`src/rtl/hourglass_pkg.sv`:
```
// Shared entry type and ordering rule for the hourglass sorter.
// HOURGLASS_DESCENDING_EN selects descending key order; ties always favour the lower index.
package hourglass_pkg;

   localparam int unsigned KEY_WIDTH = 8;
   localparam int unsigned IDXW      = 5;

   typedef struct packed {
      logic                 vld;
      logic [KEY_WIDTH-1:0] key;
      logic [IDXW-1:0]      idx;
   } entry_t;

   // True when a must be passed upward in preference to b.
   function automatic logic wins(entry_t a, entry_t b);
      if (a.vld != b.vld) return a.vld;
      if (a.key != b.key) begin
`ifdef HOURGLASS_DESCENDING_EN
         return a.key > b.key;
`else
         return a.key < b.key;
`endif
      end
      return a.idx <= b.idx;
   endfunction

   function automatic int unsigned level_cnt(int unsigned n, int unsigned l);
      return (n + (32'd1 << l) - 32'd1) >> l;
   endfunction

   // Offset of level l inside the flattened tree array.
   function automatic int unsigned level_base(int unsigned n, int unsigned l);
      int unsigned sum;
      sum = 0;
      for (int unsigned k = 0; k < l; k++) sum += level_cnt(n, k);
      return sum;
   endfunction

endpackage

```
`src/rtl/hourglass_node.sv`:
```
// Two-input compare/select cell of the selection tree; a_i comes from the lower-index side.
module hourglass_node
   import hourglass_pkg::*;
(
   input  entry_t a_i,
   input  entry_t b_i,
   output entry_t y_o
);

   assign y_o = wins(a_i, b_i) ? a_i : b_i;

endmodule

```
`src/rtl/hourglass_sorter.sv`:
```
// Stable key sorter: parallel load of N keys, streamed out one per beat in key order.
// Build option HOURGLASS_DESCENDING_EN (see hourglass_pkg) reverses the key order.
module hourglass_sorter #(
   parameter int unsigned NUMBER_OF_ELEMENTS = 24,
   parameter int unsigned KEY_WIDTH          = 8,
   parameter int unsigned OUTPUT_INDEX_WIDTH = 5
) (
   input  logic                                   clk,
   input  logic                                   rst,
   input  logic                                   load,
   input  logic [NUMBER_OF_ELEMENTS*KEY_WIDTH-1:0] in_keys,
   output logic [KEY_WIDTH-1:0]                   axis_out_key,
   output logic [OUTPUT_INDEX_WIDTH-1:0]          axis_out_index,
   output logic                                   axis_out_valid,
   input  logic                                   axis_out_ready
);
   import hourglass_pkg::entry_t;
   import hourglass_pkg::IDXW;
   import hourglass_pkg::level_cnt;
   import hourglass_pkg::level_base;

   localparam int unsigned N      = NUMBER_OF_ELEMENTS;
   localparam int unsigned Levels = $clog2(N);
   localparam int unsigned Total  = level_base(N, Levels + 1);

   if (N < 2) begin : g_chk_n
      $error("NUMBER_OF_ELEMENTS must be at least 2");
   end
   if (OUTPUT_INDEX_WIDTH < $clog2(N)) begin : g_chk_idx
      $error("OUTPUT_INDEX_WIDTH too small for NUMBER_OF_ELEMENTS");
   end
   if (OUTPUT_INDEX_WIDTH != IDXW || KEY_WIDTH != hourglass_pkg::KEY_WIDTH) begin : g_chk_pkg
      $error("widths must match hourglass_pkg");
   end

   logic [N-1:0]         vld_q, vld_d, clr;
   logic [KEY_WIDTH-1:0] key_q [N];
   logic [KEY_WIDTH-1:0] key_d [N];
   entry_t               tree  [Total];
   entry_t               root;
   logic                 take;

   // Leaves carry their slot number as the implicit original index.
   for (genvar i = 0; i < N; i++) begin : g_leaf
      assign tree[i] = '{vld: vld_q[i], key: key_q[i], idx: IDXW'(i)};
   end

   for (genvar l = 1; l <= Levels; l++) begin : g_lvl
      for (genvar j = 0; j < level_cnt(N, l); j++) begin : g_pos
         localparam int unsigned Src = level_base(N, l - 1) + 2 * j;
         localparam int unsigned Dst = level_base(N, l) + j;
         if (2 * j + 1 < level_cnt(N, l - 1)) begin : g_node
            hourglass_node u_node (
               .a_i (tree[Src]),
               .b_i (tree[Src+1]),
               .y_o (tree[Dst])
            );
         end else begin : g_fwd
            assign tree[Dst] = tree[Src];
         end
      end
   end

   assign root = tree[Total-1];
   assign take = root.vld & axis_out_ready;

   // Load wins over a same-cycle handshake: the retiring beat is simply overwritten.
   always_comb begin
      clr = '0;
      for (int i = 0; i < N; i++) begin
         if (take && root.idx == IDXW'(i)) clr[i] = 1'b1;
      end
      vld_d = vld_q & ~clr;
      key_d = key_q;
      if (load) begin
         vld_d = '1;
         for (int i = 0; i < N; i++) key_d[i] = in_keys[i*KEY_WIDTH +: KEY_WIDTH];
      end
   end

   always_ff @(posedge clk or posedge rst) begin
      if (rst) begin
         vld_q <= '0;
         for (int i = 0; i < N; i++) key_q[i] <= '0;
      end else begin
         vld_q <= vld_d;
         key_q <= key_d;
      end
   end

   assign axis_out_valid = root.vld;
   assign axis_out_key   = root.vld ? root.key : '0;
   assign axis_out_index = root.vld ? root.idx : '0;

endmodule

```
`config.mk`:
```
export PLATFORM = sky130hd
export DESIGN_NAME = hourglass_sorter
export DESIGN_NICKNAME = d
export VERILOG_FILES = /design/src/rtl/hourglass_pkg.sv /design/src/rtl/hourglass_node.sv /design/src/rtl/hourglass_sorter.sv
export SDC_FILE = /design/constraint.sdc
export NUM_CORES = 1
export LEC_CHECK = 0
export CORE_MARGIN = 2
export CORE_UTILIZATION = 55
export DETAILED_ROUTE_END_ITERATION = 8
export PLACE_DENSITY = 0.74
export SYNTH_ARGS = -nofsm -noshare
export SYNTH_HDL_FRONTEND = slang
export SYNTH_HIERARCHICAL = 1
export SYNTH_SLANG_ARGS = --single-unit
```
`constraint.sdc`:
```
create_clock -name clk -period 34.1 [get_ports clk]
set_input_delay 8.525 -clock clk [delete_from_list [all_inputs] [get_ports clk]]
set_output_delay 8.525 -clock clk [all_outputs]
set_load 0.01 [all_outputs]
```
==> flow_summary.ini <==
; implementation run metrics
[outcome]
status = finished clean

[floorplan]
die_w_um = 203
num_io_pins = 210
die_area_mm2 = 0.0410
initial_core_util_pct = 55.9
fp.coreArea_mm2 = 0.0387
taps = 518
dieHeight_um = 203

[cts]
tritoncts = built
cts.sink_count = 216
clock_tree.buffer_depth = 3
cts.hold.buffers_added = 0
htreeDepth = 1
clk_pin_slew_worst_paths_ns = 0.06

[placement]
hpwl_um = 39400
place_area_mm2 = 0.0246
place_congestion = 0.891
port-buffer-count = 209

[layout]
layout_top_registers = key_q x192, vld_q x24
layout_top_cells_excl_fill_tap = sky130_fd_sc_hd__inv_1 (348), sky130_fd_sc_hd__ha_1 (300), sky130_fd_sc_hd__mux2_2 (261)
layout_top_cell = sky130_fd_sc_hd__inv_1
clock_tree_area_fraction_pct = 3.54
area.combinational_mm2 = 0.0151
clock_buffers = 41
comb_share_pct = 59.2
nFillCells = 3127
inverters_excl_clock = 349
area_growth_syn_to_layout_pct = 17.6
register_area_mm2 = 0.00541
logic_gate_count = 1632
largest_register_ffs = 192
layout.nonclk_buf_share_pct = 8.34
reg_with_most_ffs = key_q
buffers = 213
postLayoutCellArea_mm2 = 0.0255
antenna_cells = 0
layout_cell_share_with_drive_strength_beyond_1_pct = 26.7

[synth]
flip_flops_with_a_built_in_enable = 0
synth.yosys.warnings = 6
avgSynthCellArea_um2 = 10.8
synth.yosys.num_cells = 2008
asyncSetResetFlopFracSynth_pct = 100
post_synth_instance_area_mm2 = 0.0217
netlist_instances = 2008
synth_chip_area_mm2 = 0.0217
numSynthFlops = 216

[route]
post-route-drc-count = 0
drt-met1-wl_um = 22200
routed-wl-met2_um = 24100
postRouteWirelength_um = 49100
top_signal_layer_used = met4
detail_route.wl_per_cell_um = 16.5
detail_route.iter0.violations = 517
routed-wl-met3_um = 1670
drtAntennaViolNets = 0
drt-pass1-iter-count = 5
route.detailed.vias_per_inst = 5.26

[pwr]
ir_worst_vdd_v = 0.000146
combinationalPowerShare_pct = 76.2
clock_network_power_uw = 292
power_combinational_mw = 1.91
p_sw_mw = 1.09
seqPwrFrac_pct = 12.1
p_leak_nw = 12.8
p_int_mw = 1.41
dominant_power_group = combinational cells
clock_power_share_pct = 11.7

[global_routing]
grt_start_max_net_pins = 94
antenna_found_initial = 0
first_global_vias = 16300
grt_pass1_wl_um = 81700

[flow_run]
timing.max_cap.violations = 0
tool_warnings = 26

[sta]
fin_crit_ns = 19.39
timing.final.crit_share_pct = 56.9
totalNegativeSetupSlack_ns = 0
rsz_0062_raised_after_global_routing = no
slew-limit-headroom_pct = 35.0
maxSlewViolCount = 0
final-setup-viol-count = 0
timing.final.hold_violations = 0
minimum_hold_slack_ns = 0.533

[worst_setup_path]
crit_family = simple AND/OR/NAND/NOR gates
worstPathArrival_ns = 10.87
reg2reg_from = key_q[183]
worst_path_fanout_max = 13
crit_end_element = output pin
timing.critical_path.required_ns = 25.57
timing.critical_path.slowest_cell_delay_ns = 0.63

[hold_path]
hold_class = reg -> reg
min_from = key_q[103]
logic make-up (layout without fill, tap and decap cells):
logic type,count (synthesis),count (layout),synth area share (%)
buf+inv,398,613,9.56
fa+ha+maj,300,300,17.3
flops,216,216,24.9
simple gates,323,323,9.53
other cells,2,240,0.0347
mux,491,491,29.5
compound gates,278,278,9.12
synth_stat cells (2+ instances only):
| cell | count | area, µm² |
|---|---|---|
| sky130_fd_sc_hd__nand2b_1 | 22 | 138 |
| sky130_fd_sc_hd__nor2_1 | 27 | 101 |
| sky130_fd_sc_hd__nor2b_1 | 27 | 169 |
| sky130_fd_sc_hd__nand2_1 | 110 | 413 |
| sky130_fd_sc_hd__ha_1 | 300 | 3750 |
| sky130_fd_sc_hd__mux2_4 | 230 | 3450 |
| sky130_fd_sc_hd__a2111o_1 | 2 | 22.5 |
| sky130_fd_sc_hd__and4b_1 | 2 | 20.0 |
| sky130_fd_sc_hd__a21oi_1 | 126 | 631 |
| sky130_fd_sc_hd__conb_1 | 2 | 7.51 |
| sky130_fd_sc_hd__o21ai_0 | 23 | 115 |
| sky130_fd_sc_hd__inv_1 | 349 | 1310 |
| sky130_fd_sc_hd__nand4_1 | 2 | 12.5 |
| sky130_fd_sc_hd__or3_1 | 22 | 138 |
| sky130_fd_sc_hd__a2111oi_0 | 23 | 201 |
| sky130_fd_sc_hd__and4bb_2 | 4 | 50.1 |
| sky130_fd_sc_hd__o221ai_2 | 22 | 330 |
| sky130_fd_sc_hd__buf_6 | 10 | 113 |
| sky130_fd_sc_hd__nand3_2 | 22 | 220 |
| sky130_fd_sc_hd__mux2_2 | 261 | 2940 |
| sky130_fd_sc_hd__or2_2 | 22 | 138 |
| sky130_fd_sc_hd__and4_4 | 23 | 259 |
| sky130_fd_sc_hd__o221ai_1 | 44 | 385 |
| sky130_fd_sc_hd__clkbuf_8 | 14 | 193 |
| sky130_fd_sc_hd__nand4_2 | 22 | 275 |
| sky130_fd_sc_hd__buf_12 | 22 | 440 |
| sky130_fd_sc_hd__and2_1 | 14 | 87.6 |
| sky130_fd_sc_hd__a211oi_1 | 23 | 173 |
| sky130_fd_sc_hd__a31oi_1 | 11 | 68.8 |
| sky130_fd_sc_hd__dfrtp_1 | 216 | 5410 |
final timing paths:
| path | to | slack [ns] | depth (start not counted) |
|---|---|---|---|
| worst max-delay path | axis_out_index[1] | 14.71 | 33 |
| worst min-delay path | key_q[103] | 0.53 | 1 |
| worst max register to register | vld_q[5] | 23.72 | 33 |
| worst min register to register | key_q[103] | 0.53 | 1 |
| max in group asynchronous | key_q[17] | 24.23 | 3 |
| min in group asynchronous | key_q[154] | 8.48 | 2 |
through the flow:
step	power [mW]	util, %	cells	setup WS (ns)
6_report	2.50	65.8	2979	14.71
5_1_grt	2.68	65.8	2979	14.12
4_1_cts	2.47	65.8	2979	14.72
3_5_place_dp	2.17	63.5	2928	15.35
3_3_place_gp	2.14	63.5	2928	15.58
2_1_floorplan	1.73	-	2246	17.31
layer usage:
| layer | up-vias | global-route usage [%] |
|---|---|---|
| met2 | 235 | 43.3 |
| met4 | 0 | 5.24 |
| met5 | - | 0 |
| met3 | 61 | 3.13 |
| li1 | 7780 | - |
| met1 | 7591 | 31.8 |
Fig. 1: clock network drawn from the DEF
Bar = 50 µm.
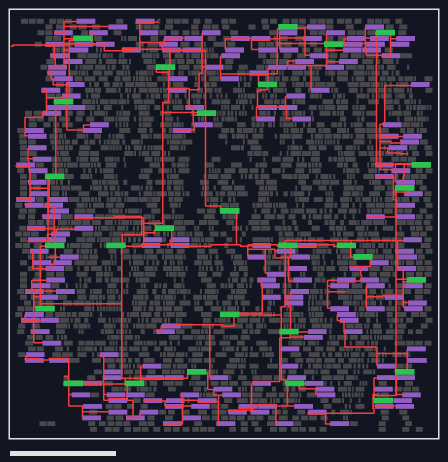
Purple marks flip-flops, count 216. Green marks cells driving clock nets, count 28. Red marks clock wires, length 3380 µm.
There are 29 routed clock nets.

Fig. 2: signal wires by layer
Bar = 50 µm.
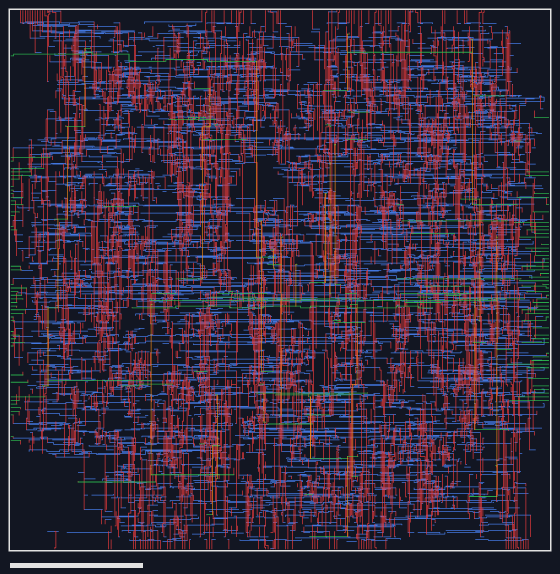
Orange marks met4, wire length 1080 µm. Red marks met2, wire length 24.1 mm. Blue marks met1, wire length 22.2 mm. Green marks met3, wire length 1670 µm.
Tot GR Track Use: 24.4%
total number of vias: 15700

Fig. 3: cells coloured by class
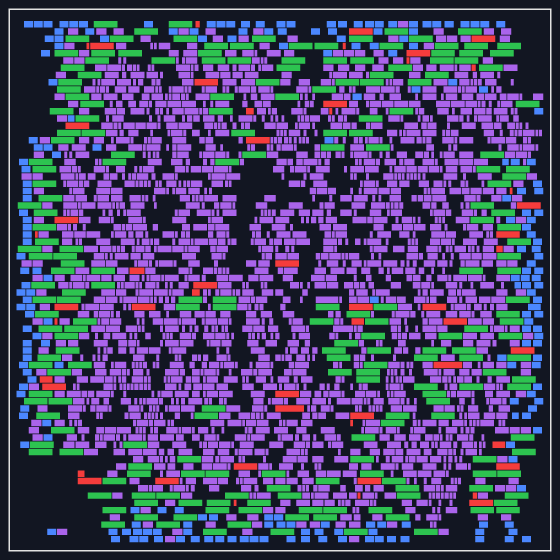
Purple marks all other logic, cells 1981, share of their area 66%. Blue marks other buffers and delay cells, cells 213, share of their area 8.6%. Green marks flops, cells 216, share of their area 22%. Red marks clock drivers and dummy loads, cells 51, share of their area 3.6%.
Seq/total area: 21.2%
Finished Core Util: 65.8%

Fig. 4: the clock network
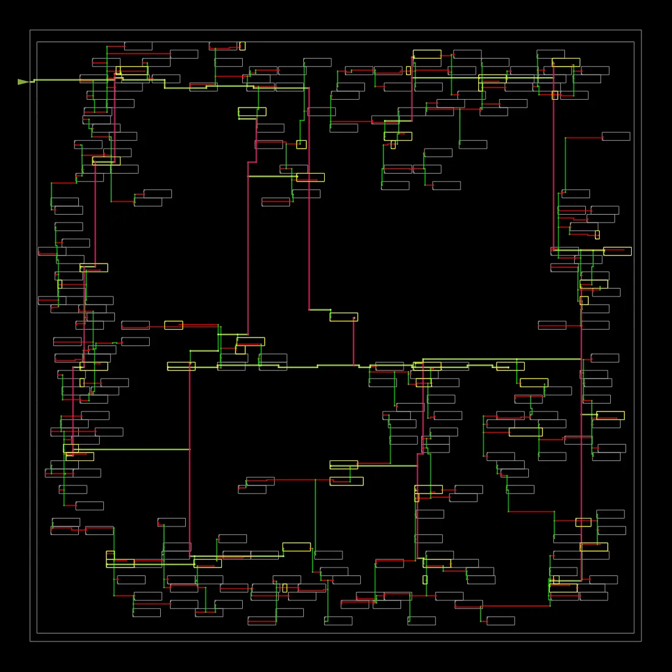
final clock skew: 0.0115 ns
clock latency reported for the late side of the worst-skew pair: 0.58 ns
number of flip-flops and latches: 216
CTS buffer count: 28

Fig. 5: power grid
Bar = 50 µm. Pins as bars on the die edge.
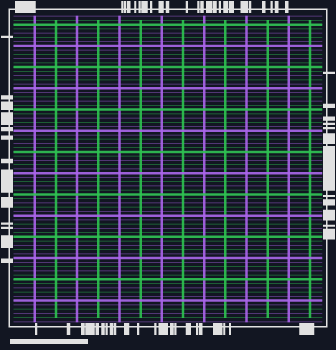
Green marks VDD. Purple marks VSS.
14 straps on met5. 210 signal pins sit on the boundary. 73 met1 rails follow the rows.

Power and IR drop assume default switching activity.
